Figure 1. Met1 routing.
Supply wires on this layer in gray.
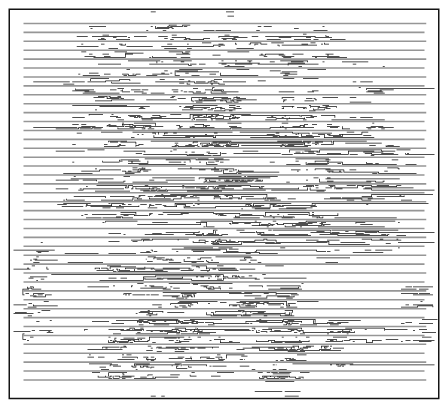
Figure 2. The metal 2 layer.
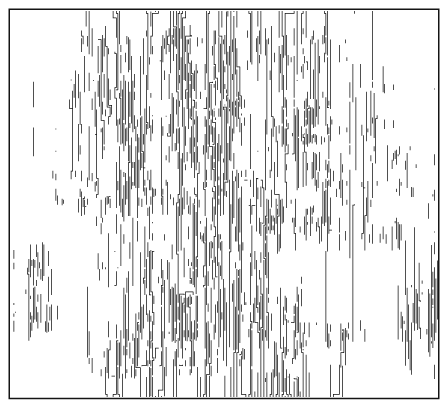
[src/rtl/sprite_pkg.sv]
// Shared sprite types and constants for the line-preparation scanner and the
// line renderer.
package sprite_pkg;

  localparam int SPR_SIZE   = 16;   // sprite width/height in pixels
  localparam int LINE_WIDTH = 640;  // visible pixels per line

  // One OAM word as seen on oam_data.
  typedef struct packed {
    logic       en;
    logic       yflip;
    logic       xflip;
    logic       prio;
    logic [9:0] y;
    logic [9:0] x;
    logic [7:0] spr_ref;
  } oam_entry_t;

  // One selection-buffer entry: bit 0 is the enable flag.
  typedef struct packed {
    logic [7:0] idx;
    logic       en;
  } buf_entry_t;

  typedef enum logic [2:0] {
    IDLE,
    SELECT,
    OAM_WAIT,
    SPR_WAIT,
    DRAW,
    DONE
  } state_e;

endpackage

[src/rtl/sprite_line_renderer_row_shifter.sv]
// Holds one fetched 16-pixel sprite row and selects the 4-bit pixel for the
// current draw column, mirrored when the sprite is horizontally flipped.
module sprite_row_shifter
  import sprite_pkg::*;
(
  input  logic                    clk,
  input  logic                    reset_n,
  input  logic                    load,
  input  logic [SPR_SIZE*4-1:0]   row_in,
  input  logic                    xflip,
  input  logic [3:0]              col,
  output logic [3:0]              pix
);

  logic [SPR_SIZE*4-1:0] row_q, row_d;
  logic [3:0]            sel;

  // Capture a new row only when the renderer asks for it.
  always_comb begin
    row_d = load ? row_in : row_q;
  end

  // Row register; it is cleared on reset so scan-out never sees stale X pixels.
  always_ff @(posedge clk or negedge reset_n) begin
    // NOTE: non-blocking assignments in clocked blocks so every flop samples pre-edge values.
    if (!reset_n) row_q <= '0;
    else          row_q <= row_d;
  end

  // Mirrored column is 15-col, which for a 4-bit index is a bitwise invert.
  assign sel = col ^ {4{xflip}};
  assign pix = row_q[{sel, 2'b00} +: 4];

endmodule

[src/rtl/sprite_line_renderer.sv]
// Walks the per-line sprite selection buffer from the last entry down to entry 0,
// fetches each sprite's OAM word and row, and writes its opaque pixels into the
// scan-out line buffer. Entry 0 is drawn last so it wins overlaps.
module sprite_line_renderer #(
  parameter int MAX_OBJECT = 4,
  parameter int LINE_WIDTH = sprite_pkg::LINE_WIDTH
) (
  input  logic                    clk,
  input  logic                    reset_n,
  input  logic                    line_prepared,
  input  logic [9*MAX_OBJECT-1:0] buf_entries,
  input  logic [9:0]              sy,
  output logic [5:0]              oam_addr,
  input  logic [31:0]             oam_data,
  output logic [11:0]             sprite_addr,
  input  logic [63:0]             sprite_data,
  output logic                    lb_we,
  output logic [9:0]              lb_addr,
  output logic [4:0]              lb_data,
  output logic                    busy,
  output logic                    line_done
);
  import sprite_pkg::*;

  localparam int               IDX_W     = (MAX_OBJECT > 1) ? $clog2(MAX_OBJECT) : 1;
  localparam logic [IDX_W-1:0] IDX_FIRST = IDX_W'(MAX_OBJECT - 1);
  localparam logic [3:0]       COL_LAST  = 4'(SPR_SIZE - 1);

  state_e           state_q, state_d;
  logic [IDX_W-1:0] idx_q, idx_d;
  logic [3:0]       col_q, col_d;
  logic [9:0]       x_q, x_d;
  logic             xflip_q, xflip_d;
  logic             prio_q, prio_d;

  buf_entry_t       cur_entry;
  oam_entry_t       oam;
  logic [9:0]       dy;
  logic [3:0]       row;
  logic [3:0]       pix;
  logic [10:0]      px_x;
  logic             row_load;
  state_e           adv_state;
  logic [IDX_W-1:0] adv_idx;
  logic             unused_bits;

  assign cur_entry = buf_entries[int'(idx_q) * 9 +: 9];
  assign oam       = oam_data;
  assign oam_addr  = cur_entry.idx[5:0];

  // Sprite row inside the sprite; the selection buffer already guaranteed 0..15.
  assign dy  = sy - oam.y;
  assign row = dy[3:0] ^ {4{oam.yflip}};

  // 11-bit screen x so sprites hanging off the right edge clip instead of wrapping.
  assign px_x = {1'b0, x_q} + 11'(col_q);

  // Only six OAM-index bits address OAM, and only the low row bits matter.
  assign unused_bits = ^{cur_entry.idx[7:6], dy[9:4]};

  // Where the walk goes after finishing (or skipping) the current entry.
  assign adv_state = (idx_q == '0) ? DONE : SELECT;
  assign adv_idx   = (idx_q == '0) ? idx_q : idx_q - 1'b1;

  sprite_row_shifter u_row (
    .clk     (clk),
    .reset_n (reset_n),
    .load    (row_load),
    .row_in  (sprite_data),
    .xflip   (xflip_q),
    .col     (col_q),
    .pix     (pix)
  );

  // Next-state logic for the entry walk, including abort on line_prepared falling.
  always_comb begin
    // NOTE: every signal gets a default first so no path can infer a latch.
    state_d  = state_q;
    idx_d    = idx_q;
    col_d    = col_q;
    x_d      = x_q;
    xflip_d  = xflip_q;
    prio_d   = prio_q;
    row_load = 1'b0;
    case (state_q)
      IDLE: begin
        if (line_prepared) begin
          state_d = SELECT;
          idx_d   = IDX_FIRST;
        end
      end
      SELECT: begin
        if (cur_entry.en) state_d = OAM_WAIT;
        else begin
          state_d = adv_state;
          idx_d   = adv_idx;
        end
      end
      OAM_WAIT: begin
        x_d     = oam.x;
        xflip_d = oam.xflip;
        prio_d  = oam.prio;
        if (oam.en) state_d = SPR_WAIT;
        else begin
          state_d = adv_state;
          idx_d   = adv_idx;
        end
      end
      SPR_WAIT: begin
        row_load = 1'b1;
        col_d    = '0;
        state_d  = DRAW;
      end
      DRAW: begin
        col_d = col_q + 4'd1;
        if (col_q == COL_LAST) begin
          state_d = adv_state;
          idx_d   = adv_idx;
        end
      end
      DONE: begin
        if (!line_prepared) state_d = IDLE;
      end
      default: state_d = IDLE;
    endcase
    if (busy && !line_prepared) state_d = IDLE;
  end

  // State and per-sprite attribute registers.
  always_ff @(posedge clk or negedge reset_n) begin
    if (!reset_n) begin
      state_q <= IDLE;
      idx_q   <= IDX_FIRST;
      col_q   <= '0;
      x_q     <= '0;
      xflip_q <= 1'b0;
      prio_q  <= 1'b0;
    end else begin
      state_q <= state_d;
      idx_q   <= idx_d;
      col_q   <= col_d;
      x_q     <= x_d;
      xflip_q <= xflip_d;
      prio_q  <= prio_d;
    end
  end

  // Outputs decoded from state; the line-buffer strobe also drops as soon as the line is withdrawn.
  always_comb begin
    busy        = 1'b0;
    line_done   = 1'b0;
    sprite_addr = '0;
    lb_we       = 1'b0;
    lb_addr     = '0;
    lb_data     = '0;
    case (state_q)
      SELECT, SPR_WAIT: busy = 1'b1;
      OAM_WAIT: begin
        busy        = 1'b1;
        sprite_addr = {oam.spr_ref, row};
      end
      DRAW: begin
        busy    = 1'b1;
        lb_addr = px_x[9:0];
        lb_data = {prio_q, pix};
        lb_we   = (pix != 4'd0) && (px_x < 11'(LINE_WIDTH)) && line_prepared;
      end
      DONE:    line_done = 1'b1;
      default: ;
    endcase
  end

endmodule

[config.mk]
export PLATFORM = sky130hd
export DESIGN_NAME = sprite_line_renderer
export DESIGN_NICKNAME = d
export VERILOG_FILES = /design/src/rtl/sprite_pkg.sv /design/src/rtl/sprite_line_renderer_row_shifter.sv /design/src/rtl/sprite_line_renderer.sv
export SDC_FILE = /design/constraint.sdc
export NUM_CORES = 1
export LEC_CHECK = 0
export CAP_MARGIN = 15
export CORE_ASPECT_RATIO = 0.9
export CORE_MARGIN = 4
export CORE_UTILIZATION = 40
export CTS_CLUSTER_SIZE = 16
export DETAILED_ROUTE_END_ITERATION = 6
export DONT_BUFFER_PORTS = 1
export SLEW_MARGIN = 20
export SYNTH_ARGS = -nofsm -noshare
export SYNTH_HDL_FRONTEND = slang
export SYNTH_SLANG_ARGS = --single-unit
export TNS_END_PERCENT = 50
[constraint.sdc]
create_clock -name clk -period 2.1 [get_ports clk]
set_input_delay 0.21 -clock clk [delete_from_list [all_inputs] [get_ports clk]]
set_output_delay 0.21 -clock clk [all_outputs]
set_load 0.03 [all_outputs]
==> impl_metrics.json <==
{
  "critical_path_class": "reg2out",
  "setup_tns_ns": -4.99,
  "power.density_nw_per_um2": 1700,
  "period_used_pct": 134,
  "hold-worst-slack_ns": -0.434,
  "fp_util_pct": 40.7,
  "powerSeq_mw": 3.30,
  "mostFrequentLayoutCell": "dfrtp_1",
  "violations": "negative hold slack, negative setup slack",
  "syn_inst": 505,
  "combPwrFrac_pct": 58.6,
  "critPathCapture": "lb_we",
  "finalMaxSlewViolations": 0,
  "comb_share_pct": 47.6,
  "dr.pass1.iters": 4,
  "clkSinkCount": 85,
  "top_cells_by_count": "dfrtp_1 (83), mux2_2 (67), mux2i_1 (57)",
  "dp.cells": 710,
  "hold_viol_final": 85,
  "dominant_cells": "multi-input combinational cells",
  "r2r-start": "col_q[0]",
  "nNetsFinal": 731,
  "ant_nets": 0,
  "fin_ws_ns": -0.721,
  "cp_top_family": "AND-OR/OR-AND gates",
  "regMostFlops": "u_row.row_q",
  "io_buffers": 0,
  "finalSetupViolCount": 12,
  "inv_count": 13,
  "grt-ovfl-total": 0,
  "maxPowerGroup": "combinational cells",
  "max_freq_mhz": 355,
  "xor_area_share_pct": 2.75,
  "outcome": "complete, but fails checks",
  "openroad.warnings": 51,
  "antenna_cells": 1,
  "routedWlPerCell_um": 19.5,
  "fa_ha_area_share_pct": 3.19,
  "cp_num_cells": 10,
  "pin_count": 181,
  "synth-compound-area-share_pct": 11.8,
  "die_w_um": 131
}
About Figure 1:
nets with wire on the layer: 629
main direction: horizontal
vias: 4253
M1 GR Usage: 23.1%
Routed WL: 14.6 mm

About Figure 2:
share of all routed wire: 52%
wire length on this layer: 7570 um
longest straight run: 45.7 um
nets with wire on the layer: 652
main direction: vertical
met2 GRT Util: 32.5%

